===== config.mk =====
export PLATFORM = sky130hd
export DESIGN_NAME = alu_cmd_sequencer
export DESIGN_NICKNAME = d
export VERILOG_FILES = /design/src/rtl/alu_cmd_sequencer.sv
export SDC_FILE = /design/constraint.sdc
export NUM_CORES = 1
export LEC_CHECK = 0
export ABC_CLOCK_PERIOD_IN_PS = 3030
export CAP_MARGIN = 20
export CORE_MARGIN = 8
export CORE_UTILIZATION = 43
export DETAILED_ROUTE_END_ITERATION = 16
export PLACE_DENSITY = 0.81
export SLEW_MARGIN = 20
export SYNTH_ARGS = -nofsm -noshare
export SYNTH_HDL_FRONTEND = slang
export SYNTH_SLANG_ARGS = --single-unit

===== constraint.sdc =====
create_clock -name clk -period 3.03 [get_ports clk]
set_input_delay 0.303 -clock clk [delete_from_list [all_inputs] [get_ports clk]]
set_output_delay 0.303 -clock clk [all_outputs]
set_load 0.01 [all_outputs]

===== src/rtl/alu_cmd_sequencer.sv =====
// Command sequencer for the ALU/register-heap datapath: accepts one command, drives
// read/write addresses and opcode, waits the ALU latency, optionally writes back, then responds.
module alu_cmd_sequencer #(
    parameter int unsigned ALU_LAT = 2,
    parameter int unsigned ZERO_RO = 1,
    parameter int unsigned CNT_W   = 16
) (
    input  logic             clk,
    input  logic             rst,
    input  logic             cmd_valid_i,
    output logic             cmd_ready_o,
    input  logic [3:0]       cmd_op_i,
    input  logic [4:0]       cmd_ra_i,
    input  logic [4:0]       cmd_rb_i,
    input  logic [4:0]       cmd_rd_i,
    input  logic             cmd_wb_i,
    output logic [4:0]       r_addr_a_o,
    output logic [4:0]       r_addr_b_o,
    output logic [4:0]       w_addr_o,
    output logic [3:0]       alu_op_o,
    output logic             w_en_o,
    input  logic [31:0]      res_i,
    input  logic [3:0]       flags_i,
    output logic             rsp_valid_o,
    input  logic             rsp_ready_i,
    output logic [31:0]      rsp_res_o,
    output logic [3:0]       rsp_flags_o,
    output logic             busy_o,
    output logic [CNT_W-1:0] done_cnt_o
);

    typedef enum logic [1:0] {
        ST_IDLE = 2'd0,
        ST_EXEC = 2'd1,
        ST_WB   = 2'd2,
        ST_RESP = 2'd3
    } state_t;

    localparam logic [3:0] LAT_INIT = 4'(ALU_LAT - 1);
    localparam logic       ZRO      = (ZERO_RO != 0);

    state_t           state_q, state_d;
    logic [3:0]       lat_cnt_q, lat_cnt_d;
    logic [4:0]       ra_q, ra_d;
    logic [4:0]       rb_q, rb_d;
    logic [4:0]       rd_q, rd_d;
    logic [3:0]       op_q, op_d;
    logic             wb_q, wb_d;
    logic [31:0]      res_q, res_d;
    logic [3:0]       flags_q, flags_d;
    logic             w_en_q, w_en_d;
    logic             rsp_valid_q, rsp_valid_d;
    logic             cmd_ready_q, cmd_ready_d;
    logic             busy_q, busy_d;
    logic [CNT_W-1:0] done_cnt_q, done_cnt_d;

    // Next-state and registered-output computation
    always_comb begin
        state_d     = state_q;
        lat_cnt_d   = lat_cnt_q;
        ra_d        = ra_q;
        rb_d        = rb_q;
        rd_d        = rd_q;
        op_d        = op_q;
        wb_d        = wb_q;
        res_d       = res_q;
        flags_d     = flags_q;
        w_en_d      = 1'b0;
        rsp_valid_d = rsp_valid_q;
        done_cnt_d  = done_cnt_q;
        case (state_q)
            ST_IDLE: begin
                if (cmd_valid_i && cmd_ready_q) begin
                    ra_d      = cmd_ra_i;
                    rb_d      = cmd_rb_i;
                    rd_d      = cmd_rd_i;
                    op_d      = cmd_op_i;
                    wb_d      = cmd_wb_i;
                    lat_cnt_d = LAT_INIT;
                    state_d   = ST_EXEC;
                end else begin
                    state_d   = ST_IDLE;
                end
            end
            ST_EXEC: begin
                if (lat_cnt_q == 4'd0) begin
                    res_d   = res_i;
                    flags_d = flags_i;
                    // Write-back to x0 is suppressed when the zero register is read-only
                    w_en_d  = wb_q && !(ZRO && (rd_q == 5'd0));
                    state_d = ST_WB;
                end else begin
                    lat_cnt_d = lat_cnt_q - 4'd1;
                end
            end
            ST_WB: begin
                rsp_valid_d = 1'b1;
                state_d     = ST_RESP;
            end
            ST_RESP: begin
                if (rsp_ready_i) begin
                    rsp_valid_d = 1'b0;
                    done_cnt_d  = done_cnt_q + CNT_W'(1);
                    state_d     = ST_IDLE;
                end else begin
                    state_d     = ST_RESP;
                end
            end
            default: begin
                state_d     = ST_IDLE;
                rsp_valid_d = 1'b0;
            end
        endcase
        cmd_ready_d = (state_d == ST_IDLE);
        busy_d      = (state_d != ST_IDLE);
    end

    // State and output registers
    always_ff @(posedge clk or posedge rst) begin
        if (rst) begin
            state_q     <= ST_IDLE;
            lat_cnt_q   <= 4'd0;
            ra_q        <= 5'd0;
            rb_q        <= 5'd0;
            rd_q        <= 5'd0;
            op_q        <= 4'd0;
            wb_q        <= 1'b0;
            res_q       <= 32'd0;
            flags_q     <= 4'd0;
            w_en_q      <= 1'b0;
            rsp_valid_q <= 1'b0;
            cmd_ready_q <= 1'b1;
            busy_q      <= 1'b0;
            done_cnt_q  <= '0;
        end else begin
            state_q     <= state_d;
            lat_cnt_q   <= lat_cnt_d;
            ra_q        <= ra_d;
            rb_q        <= rb_d;
            rd_q        <= rd_d;
            op_q        <= op_d;
            wb_q        <= wb_d;
            res_q       <= res_d;
            flags_q     <= flags_d;
            w_en_q      <= w_en_d;
            rsp_valid_q <= rsp_valid_d;
            cmd_ready_q <= cmd_ready_d;
            busy_q      <= busy_d;
            done_cnt_q  <= done_cnt_d;
        end
    end

    assign cmd_ready_o = cmd_ready_q;
    assign r_addr_a_o  = ra_q;
    assign r_addr_b_o  = rb_q;
    assign w_addr_o    = rd_q;
    assign alu_op_o    = op_q;
    assign w_en_o      = w_en_q;
    assign rsp_valid_o = rsp_valid_q;
    assign rsp_res_o   = res_q;
    assign rsp_flags_o = flags_q;
    assign busy_o      = busy_q;
    assign done_cnt_o  = done_cnt_q;

endmodule

### Routing congestion

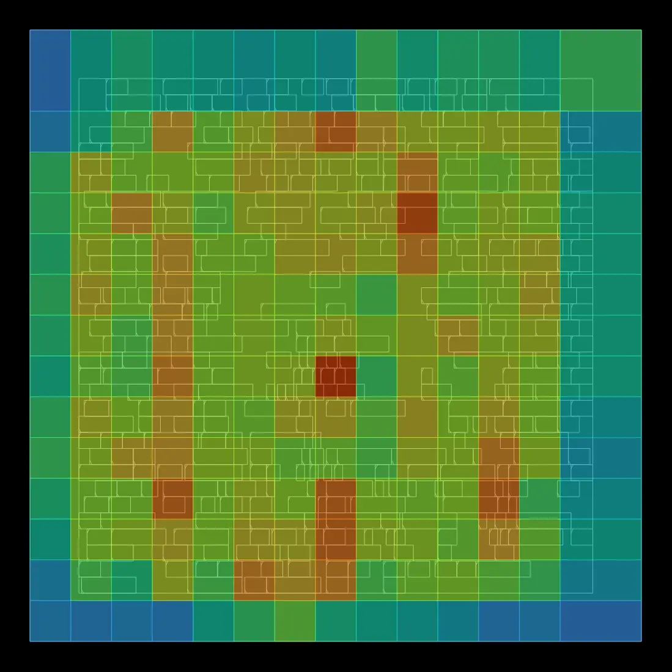
met2 Resource Use GR: 22.2%
final core occ: 64.6%
gr busiest metal: met2
Wirelength per Cell: 15.9 µm

### Register map, names as in the netlist

Other sequential cells in the stronger gray, the rest of the logic in the fainter gray.
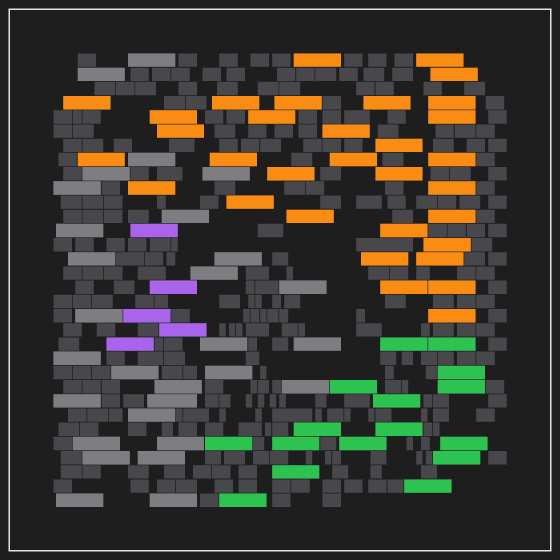
- green: `done_cnt_o` (placed flops 16)
- purple: `w_addr_o` (placed flops 5; where left middle)
- orange: `rsp_res_o` (placed flops 32)
- not colored: 29

### Sizing map

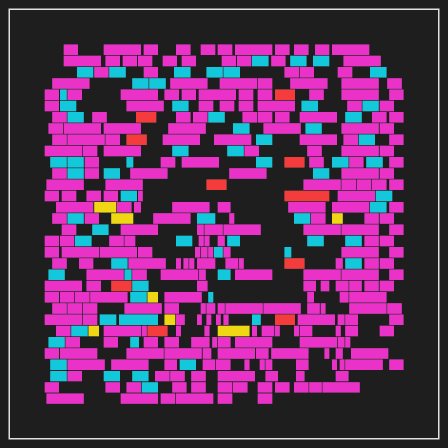
- cyan: drive 2 (cells 68; share 18%; most used mux2_2)
- red: drive 6 and up (cells 10; share 2.7%; most used clkbuf_8)
- yellow: drive 3 to 4 (cells 7; share 1.9%; most used buf_4)
- magenta: drive 1 or less (cells 287; share 77%; most used clkdlybuf4s50_1)
Final Worst Setup Slack: 0.970 ns
Repair and plain buffers: 138
Final Cell Area: 4890 µm²
Area Overhead vs Synth: 48.6%

==> out/results.ini <==
[outcome]
run_status=finished clean

[routing]
ant_nets=0
wl_met2_um=3530
first_pass_iters=2
via_count=2281
met3_wirelength_um=1030

[yosys]
synth_seq_share_pct=62.4
top_cells_by_count=dfrtp_1 (81), mux2_2 (56), nand2_1 (13), nor2_1 (13), xnor2_1 (12)
yosysTopAreaCellShare_pct=61.6
ys_top_logic_family=multiplexers
synth_stat.cells=227
edf_count=0
yosysMostFrequentCell=dfrtp_1
synth_area_leader_cell=dfrtp_1
syn_area_um2=3290
synth_cells=227
xor_share_pct=4.53
synthAoiAreaFrac_pct=0.457
flop_cell=dfrtp_1

[placed_design]
gp_congestion=0.744
dp_slack_ns=0.958
dp.cells=460
postPlaceCellArea_um2=4710

[pwr]
p_clk_mw=0.726
switchingPower_mw=1.41
power_frac_seq_pct=40.2
pg_seq_mw=1.86
irDropWorstVdd_mv=0.537
p_int_mw=3.22

[floorplan]
fp.dieH_um=103
rows=32
fp-utilization_pct=43.5

[global_routing]
antenna_found_initial=0
grt_pass1_vias=2483

[sta]
rsz0062_at_grt=no
final.min_clock_period_ns=2.06
timing.hold.ws_ns=0.435

[clock_network]
post_cts_buffers=0
clockRootBuffer=clkbuf_8
clkLatencyLatePin_ns=0.34
clockBufferDepth=2

[setup_path]
cp_top_family=simple AND/OR/NAND/NOR gates
worstSetupEndpointType=register
crit_chain=inv_1 > ha_1 > nor3b_2 > nand2_2 > mux2_2
slowest_stage=nand2_2
endpoint=rsp_res_o[22]$_DFFE_PP0P_

[layout]
drive_gt1_share_pct=22.8
mostFrequentLayoutCell=clkdlybuf4s50_1

[run]
drv_cap=0

[worst_hold_path]
hp-class=input port to asynchronous set/reset pin

### Local utilization

The die is cut into 10 by 10 equal tiles; black is low, pale yellow is high, 0 to 100% covered.
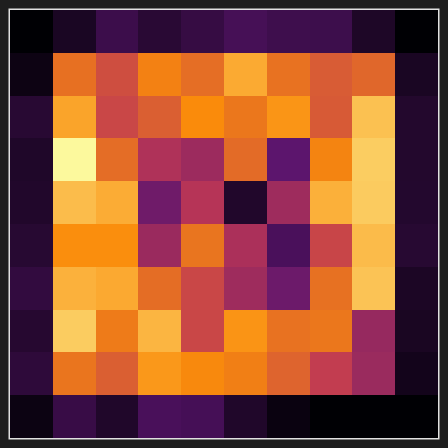
- nearly empty tiles: 5.0%
- tiles over 75% full: 20%
- mean over tiles: 45%
- emptiest ninth of the die: bottom right

### Cell classes on the final placement

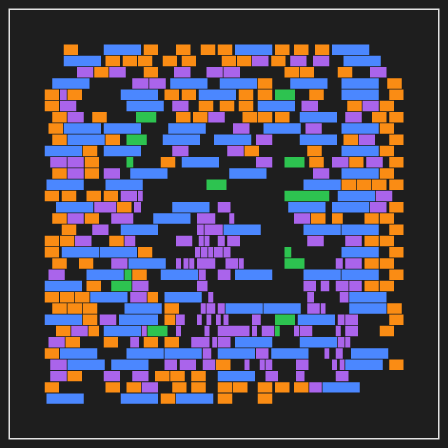
- blue: flip-flops (cells 82; share of their area 43%)
- orange: other buffers and delay cells (cells 138; share of their area 29%)
- green: clock drivers and dummy loads (cells 14; share of their area 3.6%)
- purple: all other logic (cells 138; share of their area 24%)

cell type report:
class / count / area [µm²] / area share (%)
clock buffer: 10 / 128 / 2.61
clock inverter: 4 / 45.0 / 0.922
inverter: 5 / 20.0 / 0.410
multi-input combinational: 133 / 1140 / 23.4
sequential: 82 / 2050 / 42.0
tap: 102 / 128 / 2.61
timing repair buffer: 138 / 1370 / 28.1
worst min-delay path by stage:
stage	endpoint	slack, ns	cells after the start
after global placement	done_cnt_o[15]$_DFFE_PP0P_	0.46	1
final	rsp_res_o[2]$_DFFE_PP0P_	0.44	2
after global routing	done_cnt_o[15]$_DFFE_PP0P_	0.50	1
after CTS	rsp_res_o[2]$_DFFE_PP0P_	0.45	2
after detailed placement	done_cnt_o[15]$_DFFE_PP0P_	0.47	1
after floorplan	w_addr_o[0]$_DFFE_PP0P_	0.45	1
